===== src/rtl/thresholding_axilite_loader_pkg.sv =====
// rtl/thresholding_axilite_loader_pkg.sv - shared types and threshold address helper for the loader
//
// Contents:
//   state_t   : loader FSM states
//   RESP_OKAY : AXI-Lite OKAY response code
//   WSTRB_ALL : full-word write strobe
//   thr_addr  : byte address of threshold t of channel c in a thresholding core
//               with output precision n and parallelism pe

package thresholding_loader_pkg;

  typedef enum logic [2:0] {
    S_IDLE,
    S_FETCH,
    S_WRITE,
    S_WRESP,
    S_RADDR,
    S_RDATA,
    S_ADVANCE
  } state_t;

  localparam logic [1:0] RESP_OKAY = 2'b00;
  localparam logic [3:0] WSTRB_ALL = 4'hF;

  // The core splits a channel into (fold, lane) = (c / pe, c % pe); the lane
  // field sits between the fold and the threshold index, and the whole word
  // index is shifted up by 2 to form a byte address.
  function automatic logic [31:0] thr_addr(input int unsigned c, input int unsigned t,
                                           input int unsigned n, input int unsigned pe);
    int unsigned pe_bits;
    int unsigned cf;
    int unsigned lane;
    pe_bits = $clog2(pe);
    cf      = c / pe;
    lane    = c % pe;
    return ((((cf << pe_bits) | lane) << n) | t) << 2;
  endfunction

endpackage


===== src/rtl/thresholding_axilite_loader.sv =====
// rtl/thresholding_axilite_loader.sv - AXI-Lite initiator that writes a threshold stream into a thresholding core
//
// Ports:
//   ap_clk, ap_rst             : clock, synchronous active-high reset
//   start, busy, done, error   : load control / status (error sticky until next start)
//   s_axis_*                   : incoming threshold words, channel-major order
//   m_axilite_AW*/W*/B*        : write channels towards the core's responder port
//   m_axilite_AR*/R*           : readback channels, active only when VERIFY = 1

module thresholding_axilite_loader
  import thresholding_loader_pkg::*;
#(
  parameter int N      = 4,
  parameter int K      = 9,
  parameter int C      = 6,
  parameter int PE     = 2,
  parameter int VERIFY = 0,
  localparam int CF        = C / PE,
  localparam int ADDR_BITS = $clog2(CF) + $clog2(PE) + N + 2
) (
  input  logic                 ap_clk,
  input  logic                 ap_rst,
  input  logic                 start,
  output logic                 busy,
  output logic                 done,
  output logic                 error,
  output logic                 s_axis_tready,
  input  logic                 s_axis_tvalid,
  input  logic [31:0]          s_axis_tdata,
  output logic                 m_axilite_AWVALID,
  input  logic                 m_axilite_AWREADY,
  output logic [ADDR_BITS-1:0] m_axilite_AWADDR,
  output logic                 m_axilite_WVALID,
  input  logic                 m_axilite_WREADY,
  output logic [31:0]          m_axilite_WDATA,
  output logic [3:0]           m_axilite_WSTRB,
  input  logic                 m_axilite_BVALID,
  output logic                 m_axilite_BREADY,
  input  logic [1:0]           m_axilite_BRESP,
  output logic                 m_axilite_ARVALID,
  input  logic                 m_axilite_ARREADY,
  output logic [ADDR_BITS-1:0] m_axilite_ARADDR,
  input  logic                 m_axilite_RVALID,
  output logic                 m_axilite_RREADY,
  input  logic [31:0]          m_axilite_RDATA,
  input  logic [1:0]           m_axilite_RRESP
);

  localparam int TCOUNT = (1 << N) - 1;
  localparam int CW     = (C > 1) ? $clog2(C) : 1;
  localparam logic [N-1:0]  LAST_T = N'(TCOUNT - 1);
  localparam logic [CW-1:0] LAST_C = CW'(C - 1);

  state_t        state, state_next;
  logic [31:0]   data_q;
  logic [CW-1:0] c_cnt;
  logic [N-1:0]  t_cnt;
  logic          aw_ok, w_ok;
  logic          error_q, done_q;

  logic aw_hs, w_hs, last_item, rd_mismatch;
  logic unused_rdata;

  assign aw_hs       = m_axilite_AWVALID & m_axilite_AWREADY;
  assign w_hs        = m_axilite_WVALID & m_axilite_WREADY;
  assign last_item   = (c_cnt == LAST_C) && (t_cnt == LAST_T);
  assign rd_mismatch = m_axilite_RDATA[K-1:0] != data_q[K-1:0];

  // Only the low K bits of readback are compared; the rest is don't-care.
  assign unused_rdata = ^m_axilite_RDATA;

  // Read and write target the same location, so both share one address.
  assign m_axilite_AWADDR = ADDR_BITS'(thr_addr(32'(c_cnt), 32'(t_cnt), N, PE));
  assign m_axilite_ARADDR = m_axilite_AWADDR;
  assign m_axilite_WDATA  = data_q;
  assign m_axilite_WSTRB  = WSTRB_ALL;

  assign busy  = (state != S_IDLE);
  assign done  = done_q;
  assign error = error_q;

  always_comb begin
    state_next        = state;
    s_axis_tready     = 1'b0;
    m_axilite_AWVALID = 1'b0;
    m_axilite_WVALID  = 1'b0;
    m_axilite_BREADY  = 1'b0;
    m_axilite_ARVALID = 1'b0;
    m_axilite_RREADY  = 1'b0;
    case (state)
      S_IDLE: begin
        if (start) state_next = S_FETCH;
      end
      S_FETCH: begin
        s_axis_tready = 1'b1;
        if (s_axis_tvalid) state_next = S_WRITE;
      end
      S_WRITE: begin
        // AW and W complete independently; leave once both are done,
        // counting a handshake happening in this very cycle.
        m_axilite_AWVALID = ~aw_ok;
        m_axilite_WVALID  = ~w_ok;
        if ((aw_ok | aw_hs) && (w_ok | w_hs)) state_next = S_WRESP;
      end
      S_WRESP: begin
        m_axilite_BREADY = 1'b1;
        if (m_axilite_BVALID) state_next = (VERIFY != 0) ? S_RADDR : S_ADVANCE;
      end
      S_RADDR: begin
        m_axilite_ARVALID = (VERIFY != 0);
        if (m_axilite_ARREADY) state_next = S_RDATA;
      end
      S_RDATA: begin
        m_axilite_RREADY = (VERIFY != 0);
        if (m_axilite_RVALID) state_next = S_ADVANCE;
      end
      S_ADVANCE: begin
        state_next = last_item ? S_IDLE : S_FETCH;
      end
      default: state_next = S_IDLE;
    endcase
  end

  always_ff @(posedge ap_clk) begin
    if (ap_rst) begin
      state   <= S_IDLE;
      c_cnt   <= '0;
      t_cnt   <= '0;
      data_q  <= '0;
      aw_ok   <= 1'b0;
      w_ok    <= 1'b0;
      error_q <= 1'b0;
      done_q  <= 1'b0;
    end else begin
      state  <= state_next;
      done_q <= 1'b0;
      case (state)
        S_IDLE: begin
          if (start) begin
            c_cnt   <= '0;
            t_cnt   <= '0;
            error_q <= 1'b0;
          end
        end
        S_FETCH: begin
          if (s_axis_tvalid) begin
            data_q <= s_axis_tdata;
            aw_ok  <= 1'b0;
            w_ok   <= 1'b0;
          end
        end
        S_WRITE: begin
          if (aw_hs) aw_ok <= 1'b1;
          if (w_hs)  w_ok  <= 1'b1;
        end
        S_WRESP: begin
          if (m_axilite_BVALID && (m_axilite_BRESP != RESP_OKAY)) error_q <= 1'b1;
        end
        S_RDATA: begin
          if (m_axilite_RVALID && ((m_axilite_RRESP != RESP_OKAY) || rd_mismatch))
            error_q <= 1'b1;
        end
        S_ADVANCE: begin
          // done is registered so it appears in the first IDLE cycle,
          // when busy has already dropped.
          if (last_item) begin
            done_q <= 1'b1;
          end else if (t_cnt == LAST_T) begin
            t_cnt <= '0;
            c_cnt <= c_cnt + 1'b1;
          end else begin
            t_cnt <= t_cnt + 1'b1;
          end
        end
        default: ;
      endcase
    end
  end

endmodule


===== config.mk =====
export PLATFORM = sky130hd
export DESIGN_NAME = thresholding_axilite_loader
export DESIGN_NICKNAME = d
export VERILOG_FILES = /design/src/rtl/thresholding_axilite_loader_pkg.sv /design/src/rtl/thresholding_axilite_loader.sv
export SDC_FILE = /design/constraint.sdc
export NUM_CORES = 1
export LEC_CHECK = 0
export CORE_UTILIZATION = 36
export CTS_CLUSTER_DIAMETER = 200
export DETAILED_ROUTE_END_ITERATION = 6
export PLACE_DENSITY_LB_ADDON = 0.25
export SYNTH_ARGS = -nofsm -noshare
export SYNTH_HDL_FRONTEND = slang
export SYNTH_SLANG_ARGS = --single-unit

===== constraint.sdc =====
create_clock -name ap_clk -period 1.9 [get_ports ap_clk]
set_input_delay 0.285 -clock ap_clk [delete_from_list [all_inputs] [get_ports ap_clk]]
set_output_delay 0.285 -clock ap_clk [all_outputs]
set_load 0.01 [all_outputs]

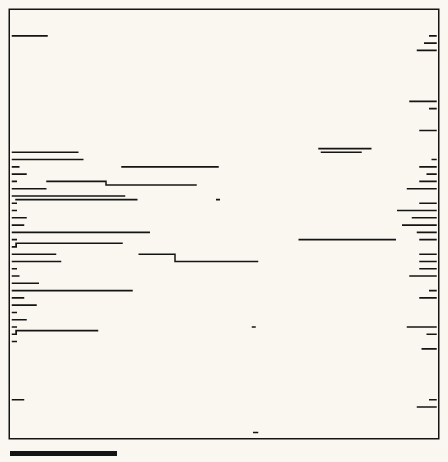
**Above:** run 1 (the metal 3 layer).
The bar under the picture is 20 um long.
longest straight run	25.5 um
main direction	horizontal
nets with wire on the layer	62
share of all routed wire	7.1%
wire length on this layer	409 um

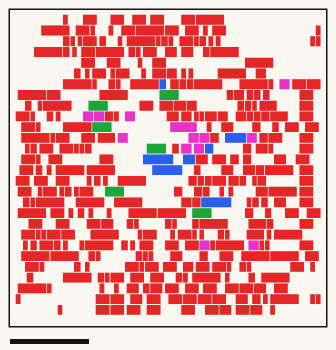
**Above:** run 1 (drive-strength map).
The bar under the picture is 20 um long.
size	colour	cells	share
drive 6 and up	green	6	1.6%
drive 3 to 4	magenta	13	3.4%
drive 1 or less	red	351	93%
drive 2	blue	7	1.9%

==> results.py, run 1 <==
# Auto-generated metrics
metrics = {
    "detailed_routing": {
        "drc_errors": 0,
        "drt_iter0_markers": 99,
        "highest_layer": "met4",
        "met2WireLength_um": 2830,
    },
    "critical_path": {
        "setup.worst_path.class": "primary input to flop",
        "crit_required_ps": 2080,
    },
    "cells_and_area": {
        "largest_reg_flops": 32,
    },
    "die": {
        "core_sq_um": 5890,
    },
    "timing": {
        "drv_slew": 0,
        "max_freq_ghz": 0.552,
    },
    "logic_synthesis": {
        "area_leaders": "dfxtp_1, nand2_1, a21oi_1, buf_4, xnor2_1",
        "synth-adder-area-share_pct": 2.29,
        "ys_types": 41,
        "edf_count": 0,
        "aoi_share_pct": 14.3,
        "simple_gate_area_share_pct": 27.3,
    },
    "run_status": {
        "status": "finished, final reports clean",
    },
    "pwr": {
        "ir_worst_vdd_mv": 0.566,
        "seq_power_mw": 1.24,
        "clkPwrFrac_pct": 19.8,
    },
    "grt": {
        "grtUsageMet1_pct": 22.4,
    },
}
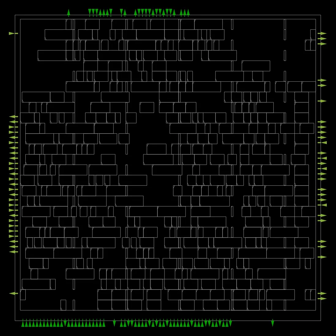
**Above:** run 1 (cell placement).
Seq area share: 27.5%
Fill cells: 580

-- run 1: path summary, 6_finish.rpt --
| check | start | to | slack [ps] | depth (start not counted) |
|---|---|---|---|---|
| min reg2reg | m_axilite_WDATA[21]$_SDFFE_PP0P_ | m_axilite_WDATA[21]$_SDFFE_PP0P_ | 460 | 2 |
| min | m_axilite_WDATA[21]$_SDFFE_PP0P_ | m_axilite_WDATA[21]$_SDFFE_PP0P_ | 460 | 2 |
| max | m_axilite_RRESP[1] | error$_SDFFE_PP0P_ | 90 | 5 |
| max reg2reg | error$_SDFFE_PP0P_ | error$_SDFFE_PP0P_ | 100 | 4 |
-- run 1: through the flow --
stage | utilization [%] | std cells | hold WS (ps) | power, mW
2_1_floorplan | - | 286 | 421 | 1.88
3_3_place_gp | 55.4 | 444 | 441 | 2.46
3_5_place_dp | 55.4 | 444 | 449 | 2.49
4_1_cts | 57.0 | 452 | 459 | 3.09
5_1_grt | 57.1 | 452 | 473 | 3.28
6_report | 57.1 | 452 | 456 | 3.05
-- run 1: cell type report --
cell class | count | area share [%]
Clock buffer | 7 | 2.57
Sequential cell | 46 | 27.5
Multi-Input combinational cell | 203 | 32.6
Inverter | 2 | 0.223
Tap cell | 75 | 2.79
Clock inverter | 1 | 0.149
Timing Repair Buffer | 118 | 34.2
-- run 1: worst max-delay path, stage by stage --
cell             delay, ps
clkdlybuf4s50_1        390
or4b_1                 500
or4_1                  510
nor3_1                 230
nor4_1                  80
-- run 1: synth_stat cells, types with 3 or more instances --
cell      instances
a21oi_1          41
a31oi_1           3
buf_2             4
buf_4            18
clkbuf_1         12
dfxtp_1          46
ha_1              4
nand2_1          73
nand2b_1          5
nand3_1           4
nand4b_1          4
nor2_1            7
nor3_1            6
nor4_1            3
o21ai_0           4
xnor2_1           7
**Run 1: ports around the boundary**

The bar under the picture is 20 um long. Pins as bars across the die edge, other pins in grey.
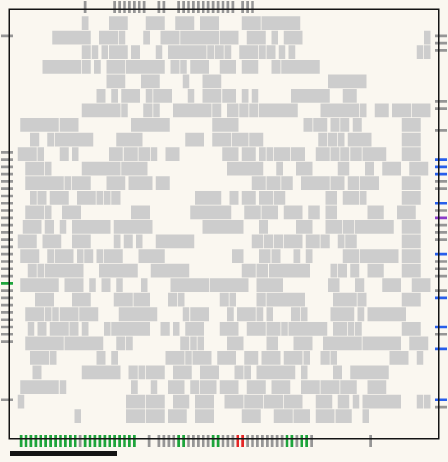

==> run 2: changes to the inputs <==
--- a/config.mk
+++ b/config.mk
@@ -9,6 +9,8 @@
 export CTS_CLUSTER_DIAMETER = 200
 export DETAILED_ROUTE_END_ITERATION = 6
 export PLACE_DENSITY_LB_ADDON = 0.25
+export REMOVE_ABC_BUFFERS = 1
+export SLEW_MARGIN = 0
 export SYNTH_ARGS = -nofsm -noshare
 export SYNTH_HDL_FRONTEND = slang
 export SYNTH_SLANG_ARGS = --single-unit
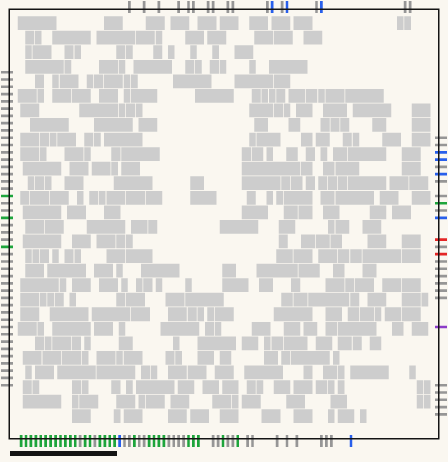
**Above:** run 2 (ports around the boundary).
The bar under the picture is 20 um long. Pins as bars across the die edge, other pins in grey.
port	colour	pins	direction	edge
`m_axilite_RDATA`	green	32	input	28 bottom, 3 left, 1 right
`busy`	purple	1	output	right
`m_axilite_RRESP`	red	2	input	right
`m_axilite_ARADDR`	blue	9	output	4 right, 3 top, 2 bottom

==> results.py, run 2 <==
# Auto-generated metrics
metrics = {
    "cells_and_area": {
        "largest_reg_flops": 32,
        "seq_share_pct": 27.2,
        "fin_util_pct": 57.7,
        "bufAreaShareNonClock_pct": 34.2,
        "buffers": 118,
        "largest_class": "non-clock buffers",
        "fin_cells": 452,
        "num-nonclk-inverters": 2,
        "ff_count": 46,
        "comb_cells": 203,
        "nClkBuffers": 6,
    },
    "pwr": {
        "ir_worst_vdd_mv": 0.400,
        "total_power_mw": 3.17,
        "clkPwrFrac_pct": 23.1,
    },
    "die": {
        "rows": 28,
        "tap_cells": 75,
        "core_sq_um": 5890,
    },
    "logic_synthesis": {
        "area_leaders": "dfxtp_1, nand2_1, a21oi_1, buf_4, xnor2_1",
        "common_cells": "nand2_1, dfxtp_1, a21oi_1",
        "synth-adder-area-share_pct": 2.29,
        "edf_count": 0,
        "ys_types": 41,
        "most_common_cell": "nand2_1",
    },
    "min_path": {
        "hold_end": "m_axilite_WDATA[27]$_SDFFE_PP0P_",
        "worstHoldStart": "m_axilite_WDATA[27]$_SDFFE_PP0P_",
    },
    "critical_path": {
        "cp_slowest_cell": "clkdlybuf4s50_1",
        "slowest_delay_ps": 530,
        "path_buffers": 1,
        "setup.worst_path.class": "flop to output port",
        "worstReg2RegEnd": "error$_SDFFE_PP0P_",
        "crit_path_cell_trace": "and3b_1, clkdlybuf4s50_1",
        "crit_required_ps": 1620,
    },
    "detailed_routing": {
        "ant_nets": 0,
        "wirelength_um": 5580,
        "drc_errors": 0,
    },
    "placed_design": {
        "dp_cells": 444,
    },
    "run_status": {
        "status": "finished, final reports clean",
    },
    "timing": {
        "max_freq_ghz": 0.557,
    },
}
run 2: how the worst max path moves through the flow:
stage	startpoint	endpoint	slack, ps	depth (start not counted)
5_1_grt	state[2]$_SDFFE_PP0P_	c_cnt[1]$_SDFFE_PP0P_	30	5
3_5_place_dp	m_axilite_RRESP[1]	error$_SDFFE_PP0P_	-210	5
6_report	state[1]$_SDFFE_PP0P_	m_axilite_BREADY	110	2
3_3_place_gp	m_axilite_RRESP[1]	error$_SDFFE_PP0P_	-160	5
4_1_cts	state[0]$_SDFFE_PP0P_	m_axilite_BREADY	40	3
2_1_floorplan	state[0]$_SDFFE_PP0P_	m_axilite_WDATA[0]$_SDFFE_PP0P_	-110	4
run 2: power groups by stage:
stage	clock network, mW	logic, mW	registers (mW)
2_1_floorplan	0	0.468	1.32
3_3_place_gp	0	1.22	1.23
3_5_place_dp	0	1.23	1.24
4_1_cts	0.749	1.22	1.22
5_1_grt	0.792	1.34	1.25
6_report	0.731	1.21	1.22
run 2: worst reg2reg max path: cells and delay by family, from the launching register on:
family	cells	cell delay [ps]
AND/OR/NAND/NOR	4	1330
flip-flops	1	330
run 2: layer usage:
layer	part of all wire, %	track usage, %
met1	43	21.4
met2	46	29.3
met3	11	8.91
met4	0.86	6.43
met5	0	0
run 2: cells by family (layout without fill, tap and decap cells):
family,Yosys count,in the layout
simple gates,122,122
compound gates,57,57
flops,46,46
buf+inv,37,128
xor+xnor,9,9
fa+ha+maj,4,4
other cells,2,10
mux,1,1
run 2: timing repair:
action,4_1_cts,5_1_grt
endpoints found under the setup margin,5,2
cloned,0,0
resized,7,3
==> run 3: changes to the inputs <==
--- a/config.mk
+++ b/config.mk
@@ -5,6 +5,7 @@
 export SDC_FILE = /design/constraint.sdc
 export NUM_CORES = 1
 export LEC_CHECK = 0
+export CAP_MARGIN = 20
 export CORE_UTILIZATION = 36
 export CTS_CLUSTER_DIAMETER = 200
 export DETAILED_ROUTE_END_ITERATION = 6
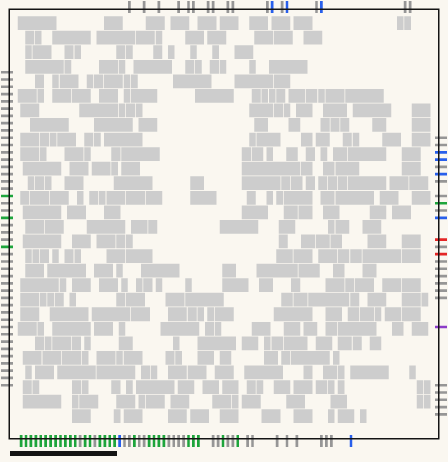
**Above:** run 3 (ports around the boundary).
The bar under the picture is 20 um long. Pins as bars across the die edge, other pins in grey.
port	colour	pins	direction	edge
`busy`	purple	1	output	right
`m_axilite_RDATA`	green	32	input	28 bottom, 3 left, 1 right
`m_axilite_RRESP`	red	2	input	right
`m_axilite_ARADDR`	blue	9	output	4 right, 3 top, 2 bottom

==> results.py, run 3 <==
# Auto-generated metrics
metrics = {
    "timing": {
        "max_freq_ghz": 0.557,
        "drv_slew": 0,
        "whs_ps": 457,
    },
    "critical_path": {
        "worstRegToRegCells": 4,
        "path_buffers": 1,
        "crit_family": "buffers and inverters",
        "slowest_delay_ps": 530,
        "setup.worst_path.class": "flop to output port",
        "cp_slowest_cell": "clkdlybuf4s50_1",
        "cp.depth": 2,
        "crit_path_cell_trace": "and3b_1, clkdlybuf4s50_1",
        "crit_required_ps": 1620,
    },
    "die": {
        "rows": 28,
        "core_sq_um": 5890,
    },
    "logic_synthesis": {
        "common_cells": "nand2_1, dfxtp_1, a21oi_1",
        "ys.flops": 46,
        "most_common_cell": "nand2_1",
        "edf_count": 0,
        "syn_area_sq_um": 2190,
        "area_leaders": "dfxtp_1, nand2_1, a21oi_1, buf_4, xnor2_1",
    },
    "clock_tree": {
        "cts_hold_buf": 0,
    },
    "placed_design": {
        "place.gp.congestion": 0.775,
        "dp_cells": 444,
    },
    "pwr": {
        "clkPwrFrac_pct": 23.1,
        "seq_power_mw": 1.22,
        "total_power_mw": 3.17,
        "power_leader": "sequential cells",
        "netSwitchingPower_mw": 1.02,
        "clock_net_power_mw": 0.731,
        "comb-power_mw": 1.21,
    },
    "detailed_routing": {
        "drt_iter0_markers": 45,
        "drc_errors": 0,
    },
    "grt": {
        "grt_pass1_wl_um": 9200,
    },
    "run_status": {
        "status": "finished, final reports clean",
    },
    "cells_and_area": {
        "fill_cells": 547,
        "largest_reg_flops": 32,
        "fin_util_pct": 57.7,
        "fin_cells": 452,
    },
    "min_path": {
        "hold_path_depth": 2,
    },
}
## run 3: final timing paths
path | startpoint | to | slack [ps]
hold reg to reg | m_axilite_WDATA[27]$_SDFFE_PP0P_ | m_axilite_WDATA[27]$_SDFFE_PP0P_ | 460
setup reg to reg | error$_SDFFE_PP0P_ | error$_SDFFE_PP0P_ | 150
hold / removal | m_axilite_WDATA[27]$_SDFFE_PP0P_ | m_axilite_WDATA[27]$_SDFFE_PP0P_ | 460
setup / recovery | state[1]$_SDFFE_PP0P_ | m_axilite_BREADY | 110
## run 3: layout make-up
type                       instances  share of cell area (%)
sequential                        46                    27.2
tap                               75                    2.76
timing repair buffer             118                    34.2
clock buffer                       6                    2.14
clock inverter                     2                    1.11
multi-input combinational        203                    32.4
inverter                           2                   0.221
## run 3: routing by layer
metal	track usage, %	vias up	share of wire [%]
li1	-	1112	-
met1	21.4	990	43
met2	29.3	81	46
met3	8.91	4	11
met4	6.43	0	0.86
met5	0	-	0
## run 3: tightest hold or removal path: cells and delay by family, from the launching register on
kind | cells | cell delay (ps)
and+or+nand+nor | 1 | 50
DFF | 1 | 320
AOI/OAI and AO/OA | 1 | 50
## run 3: logic make-up after synthesis
group	Yosys count	share of synthesized area [%]
buf+inv	37	9.66
mux	1	0.457
compound gates	57	14.3
simple gates	122	27.3
fa+ha+maj	4	2.29
other cells	2	0.343
xor+xnor	9	3.60
flops	46	42.1
## run 3: timing repair
| item | CTS | global route |
|---|---|---|
| hold endpoints to repair | 0 | 0 |
| gates resized | 7 | 3 |
| setup endpoints to repair | 5 | 2 |
| cloned | 0 | 0 |

## Gallery

Routed metal, one colour a layer.
The bar under the picture is 20 um long.
Plate I
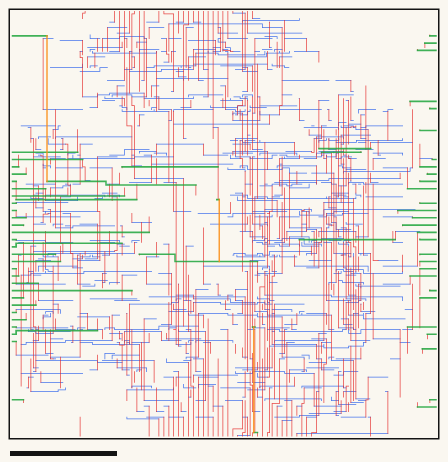
Plate II
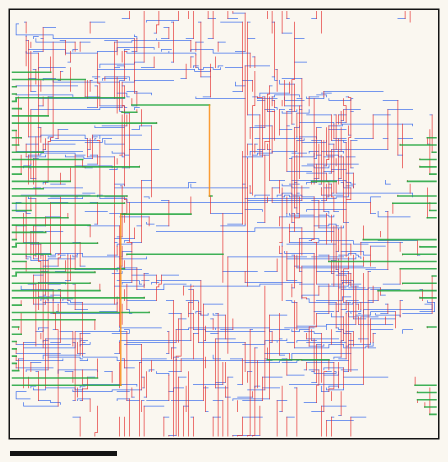
Plate II -> run 2
Plate I -> run 1

Key to Plate I:
layer	colour	wire length
met3	green	409 um
met4	orange	58.5 um
met1	blue	2,420 um
met2	red	2,830 um

Power and IR drop assume default switching activity.
